### config.mk
export PLATFORM = sky130hd
export DESIGN_NAME = video_timing_generator
export DESIGN_NICKNAME = d
export VERILOG_FILES = /design/src/rtl/video_timing_generator_pkg.sv /design/src/rtl/timing_axis_counter.sv /design/src/rtl/video_timing_generator.sv
export SDC_FILE = /design/constraint.sdc
export NUM_CORES = 1
export LEC_CHECK = 0
export CORE_MARGIN = 8
export CORE_UTILIZATION = 45
export CTS_CLUSTER_SIZE = 10
export DETAILED_ROUTE_END_ITERATION = 6
export PLACE_DENSITY = 0.7
export SLEW_MARGIN = 20
export SYNTH_ARGS = -nofsm -noshare
export SYNTH_HDL_FRONTEND = slang
export SYNTH_SLANG_ARGS = --single-unit
export TNS_END_PERCENT = 1
### constraint.sdc
create_clock -name CLK_48M -period 2.3 [get_ports CLK_48M]
set_input_delay 0.46 -clock CLK_48M [delete_from_list [all_inputs] [get_ports CLK_48M]]
set_output_delay 0.46 -clock CLK_48M [all_outputs]
set_load 0.02 [all_outputs]
### src/rtl/video_timing_generator_pkg.sv
`default_nettype none
// ============================================================================
// video_timing_generator_pkg : System86 default geometry and axis checks
// Rev 1.0
// ============================================================================
package video_timing_generator_pkg;

  localparam int c_s86_pixel_div    = 8;
  localparam int c_s86_h_bits       = 9;
  localparam int c_s86_v_bits       = 9;
  localparam int c_s86_h_total      = 384;
  localparam int c_s86_h_active     = 288;
  localparam int c_s86_h_sync_start = 304;
  localparam int c_s86_h_sync_width = 32;
  localparam int c_s86_v_total      = 264;
  localparam int c_s86_v_active     = 224;
  localparam int c_s86_v_sync_start = 240;
  localparam int c_s86_v_sync_width = 8;
  localparam int c_s86_blank_delay  = 4;

  // Guarantees that the decode of count 0 is all-zero, so reset values are consistent.
  function automatic bit axis_params_ok(int bits, int total, int active,
                                        int sync_start, int sync_width);
    return (bits >= 1) && (bits < 31) && (active > 0) && (active <= sync_start) &&
           (sync_width >= 0) && (sync_start + sync_width <= total) &&
           (total >= 2) && (total <= (1 << bits));
  endfunction

endpackage
`default_nettype wire

### src/rtl/timing_axis_counter.sv
`default_nettype none
// ============================================================================
// timing_axis_counter : wrapping pixel/line counter with registered
// blank, sync and last-count decode. Rev 1.0
// ============================================================================
module timing_axis_counter
  import video_timing_generator_pkg::*;
#(
  parameter int BITS       = 9,
  parameter int TOTAL      = 384,
  parameter int ACTIVE     = 288,
  parameter int SYNC_START = 304,
  parameter int SYNC_WIDTH = 32
) (
  input  logic            clk,
  input  logic            rst,
  input  logic            i_step,
  output logic [BITS-1:0] o_count,
  output logic            o_blank,
  output logic            o_sync,
  output logic            o_last
);

  localparam logic [BITS-1:0] c_last = BITS'(TOTAL - 1);

  generate
    if (!axis_params_ok(BITS, TOTAL, ACTIVE, SYNC_START, SYNC_WIDTH)) begin : g_param_error
      $error("timing_axis_counter: inconsistent axis geometry");
    end
  endgenerate

  logic [BITS-1:0] r_count;
  logic            r_blank;
  logic            r_sync;
  logic            r_last;
  logic [BITS-1:0] w_next;
  logic [31:0]     w_next_wide;

  assign w_next      = (r_count == c_last) ? '0 : r_count + 1'b1;
  assign w_next_wide = 32'(w_next);

  // Decode from the next count so flags change on the same edge as the count.
  always_ff @(posedge clk or posedge rst) begin
    if (rst) begin
      r_count <= '0;
      r_blank <= 1'b0;
      r_sync  <= 1'b0;
      r_last  <= 1'b0;
    end else if (i_step) begin
      r_count <= w_next;
      r_blank <= (w_next_wide >= 32'(ACTIVE));
      r_sync  <= (w_next_wide >= 32'(SYNC_START)) &&
                 (w_next_wide < 32'(SYNC_START + SYNC_WIDTH));
      r_last  <= (w_next == c_last);
    end
  end

  assign o_count = r_count;
  assign o_blank = r_blank;
  assign o_sync  = r_sync;
  assign o_last  = r_last;

endmodule
`default_nettype wire

### src/rtl/video_timing_generator.sv
`default_nettype none
// ============================================================================
// video_timing_generator : pixel enable, H/V counters, sync, blanking and
// frame strobes from one master clock. Rev 1.0
// ============================================================================
module video_timing_generator
  import video_timing_generator_pkg::*;
#(
  parameter int C_PIXEL_DIV    = c_s86_pixel_div,
  parameter int C_H_BITS       = c_s86_h_bits,
  parameter int C_V_BITS       = c_s86_v_bits,
  parameter int C_H_TOTAL      = c_s86_h_total,
  parameter int C_H_ACTIVE     = c_s86_h_active,
  parameter int C_H_SYNC_START = c_s86_h_sync_start,
  parameter int C_H_SYNC_WIDTH = c_s86_h_sync_width,
  parameter int C_V_TOTAL      = c_s86_v_total,
  parameter int C_V_ACTIVE     = c_s86_v_active,
  parameter int C_V_SYNC_START = c_s86_v_sync_start,
  parameter int C_V_SYNC_WIDTH = c_s86_v_sync_width,
  parameter int C_BLANK_DELAY  = c_s86_blank_delay
) (
  input  logic                CLK_48M,
  input  logic                RESET,
  input  logic                ENABLE,
  output logic                PCLK_EN,
  output logic                PCLK_EN_D,
  output logic [C_H_BITS-1:0] H_COUNT,
  output logic [C_V_BITS-1:0] V_COUNT,
  output logic                HSYNC,
  output logic                VSYNC,
  output logic                HBLANK,
  output logic                VBLANK,
  output logic                BLANKING,
  output logic                COMPSYNC,
  output logic                HRESET,
  output logic                VRESET,
  output logic                FIELD
);

  localparam int                  c_div_bits = (C_PIXEL_DIV > 2) ? $clog2(C_PIXEL_DIV) : 1;
  localparam logic [c_div_bits-1:0] c_div_last = c_div_bits'(C_PIXEL_DIV - 1);

  generate
    if ((C_PIXEL_DIV < 2) || (C_BLANK_DELAY < 0) || (C_BLANK_DELAY > 15)) begin : g_param_error
      $error("video_timing_generator: C_PIXEL_DIV or C_BLANK_DELAY out of range");
    end
  endgenerate

  logic [c_div_bits-1:0] r_div;
  logic                  r_pclk_en_d;
  logic                  r_field;
  logic                  w_pclk_en;
  logic                  w_v_step;
  logic                  w_h_last;
  logic                  w_v_last;
  logic                  w_blank_now;

  // Pixel enable is masked by ENABLE so a hold never leaks a stray strobe.
  assign w_pclk_en = ENABLE && (r_div == c_div_last);
  assign w_v_step  = w_pclk_en && w_h_last;

  always_ff @(posedge CLK_48M or posedge RESET) begin
    if (RESET) begin
      r_div       <= '0;
      r_pclk_en_d <= 1'b0;
      r_field     <= 1'b0;
    end else if (ENABLE) begin
      r_div       <= (r_div == c_div_last) ? '0 : r_div + 1'b1;
      r_pclk_en_d <= w_pclk_en;
      if (w_v_step && w_v_last) begin
        r_field <= ~r_field;
      end
    end
  end

  timing_axis_counter #(
    .BITS(C_H_BITS), .TOTAL(C_H_TOTAL), .ACTIVE(C_H_ACTIVE),
    .SYNC_START(C_H_SYNC_START), .SYNC_WIDTH(C_H_SYNC_WIDTH)
  ) u_h_axis (
    .clk(CLK_48M), .rst(RESET), .i_step(w_pclk_en),
    .o_count(H_COUNT), .o_blank(HBLANK), .o_sync(HSYNC), .o_last(w_h_last)
  );

  timing_axis_counter #(
    .BITS(C_V_BITS), .TOTAL(C_V_TOTAL), .ACTIVE(C_V_ACTIVE),
    .SYNC_START(C_V_SYNC_START), .SYNC_WIDTH(C_V_SYNC_WIDTH)
  ) u_v_axis (
    .clk(CLK_48M), .rst(RESET), .i_step(w_v_step),
    .o_count(V_COUNT), .o_blank(VBLANK), .o_sync(VSYNC), .o_last(w_v_last)
  );

  assign w_blank_now = HBLANK | VBLANK;

  generate
    if (C_BLANK_DELAY == 0) begin : g_blank_direct
      assign BLANKING = w_blank_now;
    end else begin : g_blank_delay
      logic [C_BLANK_DELAY-1:0] r_blank_sr;
      always_ff @(posedge CLK_48M or posedge RESET) begin
        if (RESET) begin
          r_blank_sr <= '0;
        end else if (w_pclk_en) begin
          r_blank_sr[0] <= w_blank_now;
          for (int i = 1; i < C_BLANK_DELAY; i++) begin
            r_blank_sr[i] <= r_blank_sr[i-1];
          end
        end
      end
      assign BLANKING = r_blank_sr[C_BLANK_DELAY-1];
    end
  endgenerate

  assign PCLK_EN   = w_pclk_en;
  assign PCLK_EN_D = r_pclk_en_d && ENABLE;
  assign COMPSYNC  = HSYNC | VSYNC;
  assign HRESET    = w_h_last;
  assign VRESET    = w_h_last && w_v_last;
  assign FIELD     = r_field;

endmodule
`default_nettype wire

### PDN straps and rails

The bar under the picture is 20 um long. Pins as bars on the die edge. Tap cells in gray.
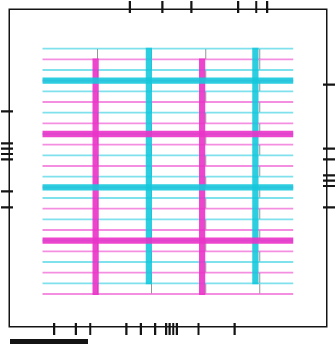
| color | net |
|---|---|
| magenta | VSS |
| cyan | VDD |
met4 straps: 4
met1 rails: 24
met5 straps: 4
signal pins: 32

### Cells colored by class

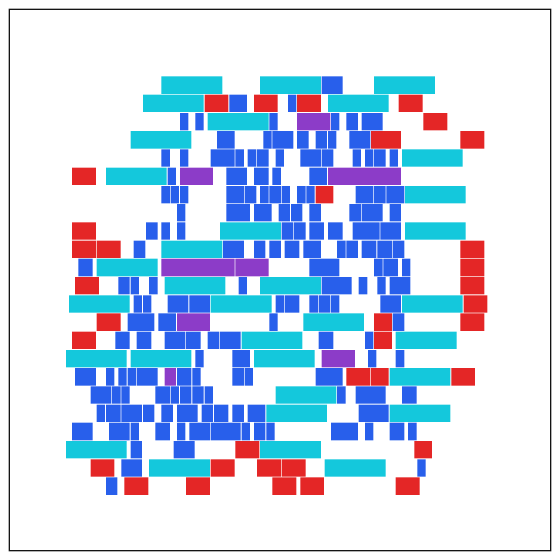
| color | class | cells | share of their area |
|---|---|---|---|
| purple | clock drivers and dummy loads | 8 | 5.9% |
| red | other buffers and delay cells | 36 | 15% |
| cyan | flops | 33 | 36% |
| blue | all other logic | 166 | 43% |

==> qor.csv <==
stage,metric,value,unit
timing,min Tclk post-route,2140,ps
critical_path,CP Launch Point,ENABLE,
critical_path,Crit. End Element,output pin,
timing,unrepaired setup endpoints after global routing,no,
power,total power draw,1.73,mW
critical_path,critical path's top delay family,buffers and inverters,
synthesis,cell type with the largest total area,dfrtp_1,
clock_tree,cts hold-fix bufs,0,
global_routing,overall global routing resource usage,0.137,
critical_path,Max Fanout on Critical Path,3,
place,Placed Cells,285,
timing,"Setup violations, final",0,
synthesis,syn nets,220,
synthesis,Syn. warnings,0,
drt,drt initial violations,70,
drt,overall routed net length,4190,um
clock_tree,setup bufs post-CTS,0,
power,part of the power in combinational logic,0.194,
critical_path,FF-to-FF setup slack,420,ps
critical_path,sum of buffers and inverters on the critical path,2,
final_layout,most frequent cells in the layout,"nand2_1, dfrtp_1, clkdlybuf4s50_1",
floorplan,Top Ports,32,
drt,via count,1594,
job,max-cap viol count,0,
floorplan,core area,0.00400,sq mm
critical_path,WP data arrival,1680,ps
timing,Tightest Pin Transition,413,ps
place,routability cong.,0.891,
timing,final hold vios,0,
power,Sequential Power Share,0.428,
final_layout,Final Instance Count excl. Fillers,293,
place,post-place setup slack,94.2,ps
clock_tree,clk slew on worst S/H paths,70,ps
synthesis,Top cell area share,0.440,
clock_tree,total CTS buffers,5,
drt,# DRC,0,
critical_path,Worst path slowest cell,clkdlybuf4s50_1,
critical_path,reg-to-reg startpoint,u_h_axis.o_count[0],
status,status,completed,
global_routing,grt total ovfl,0,
critical_path,crit-path max cell delay,600,ps
floorplan,FP Util,0.469,
### Clock network drawn from the DEF

The bar under the picture is 20 um long.
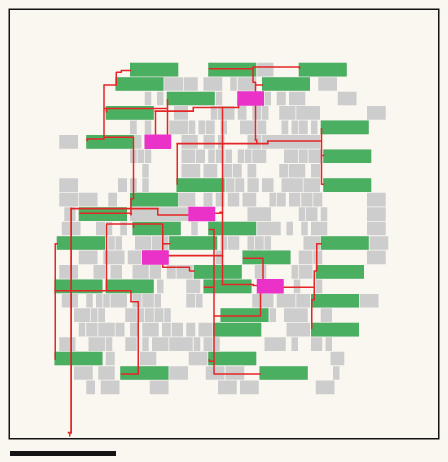
[green] flip-flops | count: 33
[magenta] cells driving clock nets | count: 5
[red] clock wires | length: 490 um
routed clock nets: 6

worst min-delay path by stage:
stage	start	to	depth (start not counted)	slack [ps]
2_1_floorplan	g_blank_delay.r_blank_sr[0]	g_blank_delay.r_blank_sr[0]	2	440
3_3_place_gp	g_blank_delay.r_blank_sr[0]	g_blank_delay.r_blank_sr[0]	2	450
3_5_place_dp	g_blank_delay.r_blank_sr[1]	g_blank_delay.r_blank_sr[2]	2	460
4_1_cts	g_blank_delay.r_blank_sr[1]	g_blank_delay.r_blank_sr[2]	2	470
5_1_grt	FIELD	FIELD	1	500
6_report	g_blank_delay.r_blank_sr[1]	g_blank_delay.r_blank_sr[2]	2	470
kinds of logic after synthesis:
kind of cell | count (synthesis) | share of synthesized area
adders and majority gates | 5 | 0.0333
muxes | 3 | 0.0180
DFF | 33 | 0.440
AOI/OAI and AO/OA | 36 | 0.123
xor gates and xnor gates | 18 | 0.0840
and+or+nand+nor | 96 | 0.243
buffers and inverters | 21 | 0.0587
layout make-up:
| cell class | instances | area [sq um] |
|---|---|---|
| fillers | 377 | 1660 |
| flip-flops and latches | 33 | 826 |
| clock buffers | 5 | 68.8 |
| well taps | 50 | 62.6 |
| inverters | 8 | 30.0 |
| repair buffers | 36 | 350 |
| multi-input cells | 158 | 941 |
| clock inverters | 3 | 65.1 |
per-layer routing:
| layer | GRT usage | wire length, um |
|---|---|---|
| met3 | 0.0346 | 279 |
| met5 | 0 | 0 |
| met4 | 0.0691 | 75 |
| met1 | 0.168 | 1920 |
| met2 | 0.217 | 1910 |
worst register-to-register path: stages (launching register included):
cell,delay (ps)
dfrtp_1,470
ha_1,290
and3_4,230
nor2_1,110
o21ai_1,80
o32a_1,340
o31ai_1,260
No activity file was given, so power comes from the tool's default toggle rates.
